## src/rtl/uat_tx_sched.sv

```systemverilog
// Round-robin scheduler feeding one UART transmitter: one pending requester's byte per frame window.
// Latency: a request sampled in IDLE is granted and strobed to the transmitter one cycle later.
// Backpressure: after a strobe, loads are blocked for FRAME_CYCLES cycles; requests are ignored meanwhile.
module uat_tx_sched #(
  parameter int NUM_REQ      = 4,
  parameter int FRAME_CYCLES = 12
) (
  input  logic                   clk_x,
  input  logic                   rst_p,
  input  logic                   sched_en,
  input  logic [NUM_REQ-1:0]     req,
  input  logic [8*NUM_REQ-1:0]   req_data,
  output logic [NUM_REQ-1:0]     gnt,
  output logic [2:0]             gnt_id,
  output logic                   tx_din_rdy,
  output logic [7:0]             tx_din_byte,
  output logic                   busy
);

  localparam int            CW       = (FRAME_CYCLES > 1) ? $clog2(FRAME_CYCLES) : 1;
  localparam logic [CW-1:0] CNT_LOAD = CW'(FRAME_CYCLES - 1);
  localparam logic [CW-1:0] CNT_ONE  = CW'(1);
  localparam logic [2:0]    LAST_IDX = 3'(NUM_REQ - 1);

  typedef enum logic {S_IDLE, S_WAIT} state_t;

  state_t               state_q, state_d;
  logic [CW-1:0]        cnt_q, cnt_d;
  logic [2:0]           ptr_q, ptr_d;
  logic [NUM_REQ-1:0]   gnt_q, gnt_d;
  logic [2:0]           gnt_id_q, gnt_id_d;
  logic                 rdy_q, rdy_d;
  logic [7:0]           byte_q, byte_d;

  // Requests and data padded to the maximum of 8 requesters so a 3-bit index always fits.
  logic [7:0]           req_ext;
  logic [63:0]          data_ext;
  logic [2:0]           cand;
  logic                 found_c;
  logic [2:0]           win_c;
  logic [7:0]           win_byte;

  // Rotating-priority search starting just after the last winner.
  always_comb begin
    req_ext                = '0;
    req_ext[NUM_REQ-1:0]   = req;
    cand                   = ptr_q;
    found_c                = 1'b0;
    win_c                  = ptr_q;
    for (int k = 0; k < NUM_REQ; k++) begin
      cand = (cand == LAST_IDX) ? 3'd0 : cand + 3'd1;
      if (!found_c && req_ext[cand]) begin
        found_c = 1'b1;
        win_c   = cand;
      end
    end
  end

  // Select the winning requester's byte.
  always_comb begin
    data_ext                   = '0;
    data_ext[8*NUM_REQ-1:0]    = req_data;
    win_byte                   = data_ext[{win_c, 3'b000} +: 8];
  end

  // Next-state and registered-output logic; strobes default low so they last one cycle.
  always_comb begin
    state_d  = state_q;
    cnt_d    = cnt_q;
    ptr_d    = ptr_q;
    gnt_d    = '0;
    gnt_id_d = gnt_id_q;
    rdy_d    = 1'b0;
    byte_d   = byte_q;
    case (state_q)
      S_IDLE: begin
        if (sched_en && found_c) begin
          state_d  = S_WAIT;
          cnt_d    = CNT_LOAD;
          ptr_d    = win_c;
          gnt_id_d = win_c;
          rdy_d    = 1'b1;
          byte_d   = win_byte;
          for (int i = 0; i < NUM_REQ; i++) begin
            gnt_d[i] = (win_c == 3'(i));
          end
        end
      end
      S_WAIT: begin
        // The transmitter has no busy flag, so the window is purely timed.
        if (cnt_q == '0) begin
          state_d = S_IDLE;
        end else begin
          cnt_d = cnt_q - CNT_ONE;
        end
      end
      default: state_d = S_IDLE;
    endcase
  end

  // State and output registers with synchronous reset; reset outranks a pending grant.
  always_ff @(posedge clk_x) begin
    if (rst_p) begin
      state_q  <= S_IDLE;
      cnt_q    <= '0;
      ptr_q    <= LAST_IDX;
      gnt_q    <= '0;
      gnt_id_q <= 3'd0;
      rdy_q    <= 1'b0;
      byte_q   <= 8'h00;
    end else begin
      state_q  <= state_d;
      cnt_q    <= cnt_d;
      ptr_q    <= ptr_d;
      gnt_q    <= gnt_d;
      gnt_id_q <= gnt_id_d;
      rdy_q    <= rdy_d;
      byte_q   <= byte_d;
    end
  end

  assign gnt         = gnt_q;
  assign gnt_id      = gnt_id_q;
  assign tx_din_rdy  = rdy_q;
  assign tx_din_byte = byte_q;
  assign busy        = (state_q == S_WAIT);

endmodule

```

## config.mk

```make
export PLATFORM = sky130hd
export DESIGN_NAME = uat_tx_sched
export DESIGN_NICKNAME = d
export VERILOG_FILES = /design/src/rtl/uat_tx_sched.sv
export SDC_FILE = /design/constraint.sdc
export NUM_CORES = 1
export LEC_CHECK = 0
export CAP_MARGIN = 20
export CORE_MARGIN = 4
export CORE_UTILIZATION = 30
export DETAILED_ROUTE_END_ITERATION = 10
export DONT_BUFFER_PORTS = 1
export SKIP_LAST_GASP = 1
export SYNTH_ARGS = -nofsm -noshare
export SYNTH_HDL_FRONTEND = slang
export SYNTH_SLANG_ARGS = --single-unit
export TNS_END_PERCENT = 30
```

## constraint.sdc

```tcl
create_clock -name clk_x -period 6.8 [get_ports clk_x]
set_input_delay 1.36 -clock clk_x [delete_from_list [all_inputs] [get_ports clk_x]]
set_output_delay 1.36 -clock clk_x [all_outputs]
set_load 0.02 [all_outputs]
```

drive_strength.png
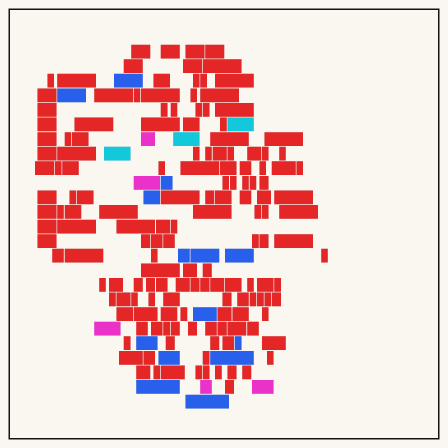
| colour | size | cells | share |
|---|---|---|---|
| magenta | drive 3 to 4 | 5 | 2.9% |
| red | drive 1 or less | 153 | 87% |
| blue | drive 2 | 14 | 8.0% |
| cyan | drive 6 and up | 3 | 1.7% |

wire_density.png
The bar under the picture is 20 um long. The die is cut into 16 by 16 equal tiles; dark purple is low, yellow is high, scaled to the fullest tile. Values are wire area over tile area, all layers added.
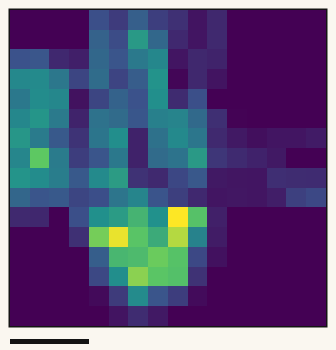
fullest tile: 0.45
mean over tiles: 0.085
densest ninth of the die: south
GR Util All Layers: 10.8%
total wire length after detailed routing: 3.36 mm
routed vias: 1259

==> metrics.yaml <==
rows: 25
dp.cells: 238
p_comb_share_pct: 55.1
die_h_um: 79.8
relSlewSlack_pct: 41.7
grt.busiest_layer: "met2"
pg_clk_w: 0.0000807
status: "completed"
grt-ovfl-total: 0
gp_congestion: 0.841
ys_cells: 178
dr.max_layer_used: "met4"
ys.flop_type: "dfxtp_1"
cts-resized-gates: 0
power_w: 0.000760
r2r-start: "ptr_q[0]"
clk_latency_ns: 0.26
cts_tree: "done"
syn_avg_cell_area_um2: 8.70
crit_chain: "ha_1 -> nor2b_1 -> nor2_1 -> ha_1 -> o21a_1 -> ha_1 -> a21boi_2 -> ha_1 -> o211ai_1 -> a21oi_1 -> a211o_1 -> a311oi_2 -> and2b_2 -> nand2_2 -> o221ai_1"
async_reset_ff_share_pct: 0
min_to: "cnt_q[0]"
ys_seq_share_pct: 29.7
coreArea_um2: 4850
floorplan.nets: 222
grt_pass1_wl_mm: 5.59
crit_type: "reg2reg"
warnings: 26
port_nets.png
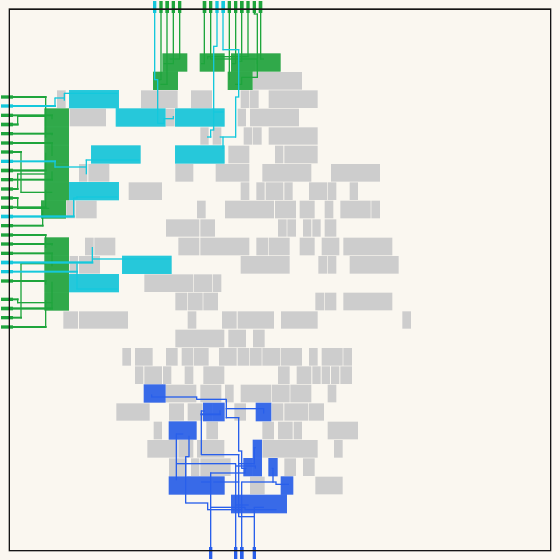
| colour | port | bits | direction | end cells | buffers | wire |
|---|---|---|---|---|---|---|
| green | req_data | 32 | input | 16 | 0 | 277 um |
| cyan | tx_din_byte | 8 | output | 8 | 0 | 169 um |
| blue | req | 4 | input | 12 | 0 | 175 um |
I/O Pins: 56
port buffer count: 0

cell_classes.png
The bar under the picture is 20 um long.
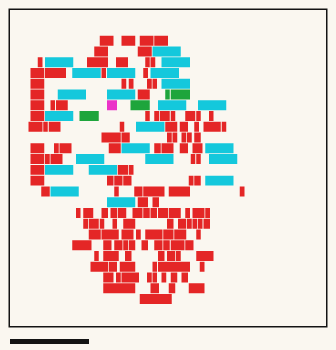
| colour | class | cells |
|---|---|---|
| green | clock drivers and dummy loads | 4 |
| red | all other logic | 147 |
| cyan | flops | 23 |
| magenta | other buffers and delay cells | 1 |

==> worst max path at each step <==
stage	to	depth (start not counted)	startpoint	slack (ns)
after CTS	tx_din_byte[6]	15	ptr_q[0]	1.98
after global placement	tx_din_byte[2]	15	ptr_q[0]	2.14
after global routing	tx_din_byte[3]	15	ptr_q[0]	1.56
after detailed placement	tx_din_byte[1]	15	ptr_q[0]	2.00
final	tx_din_byte[1]	15	ptr_q[0]	1.98
after floorplan	tx_din_byte[4]	16	ptr_q[1]	3.10
==> layout make-up <==
class | instances | area, um^2
well taps | 67 | 83.8
clock buffers | 4 | 45.0
flip-flops and latches | 23 | 460
inverters | 14 | 55.1
multi-input cells | 133 | 980
repair buffers | 1 | 7.51
fillers | 507 | 3220
==> cells in the mapped netlist, drive strengths merged (4+ instances only) <==
library cell and number:
dfxtp 23, ha 5, nor3 6, nor2 24, buf 7, a21oi 7, a211oi 5, o21ai 4
inv 14, o221ai 8, nand2 17, mux2i 16, nand2b 4
==> flip-flops by register name (all words and copies together) (netlist names) <==
| register | cells |
|---|---|
| tx_din_byte | 8 |
| tx_din_rdy | 1 |
| cnt_q | 4 |
| busy | 1 |
| ptr_q | 3 |
| gnt | 4 |
| gnt_id | 2 |
==> cells by family (layout without fill, tap and decap cells) <==
family	count (synthesis)	after routing	share of synthesized area [%]
DFF	23	23	29.7
AOI/OAI and AO/OA	42	42	22.0
and+or+nand+nor	64	64	20.7
muxes	20	20	15.4
xor gates and xnor gates	2	2	1.13
buffers and inverters	22	19	6.95
adders and majority gates	5	5	4.04
==> per-stage QoR <==
stage	hold WS (ns)	setup WS, ns	instance area [um^2]
after floorplan	0.467	3.10	1550
after global placement	0.500	2.14	1590
after detailed placement	0.499	2.00	1590
after CTS	0.508	1.98	1630
after global routing	0.539	1.56	1630
final	0.497	1.98	1630
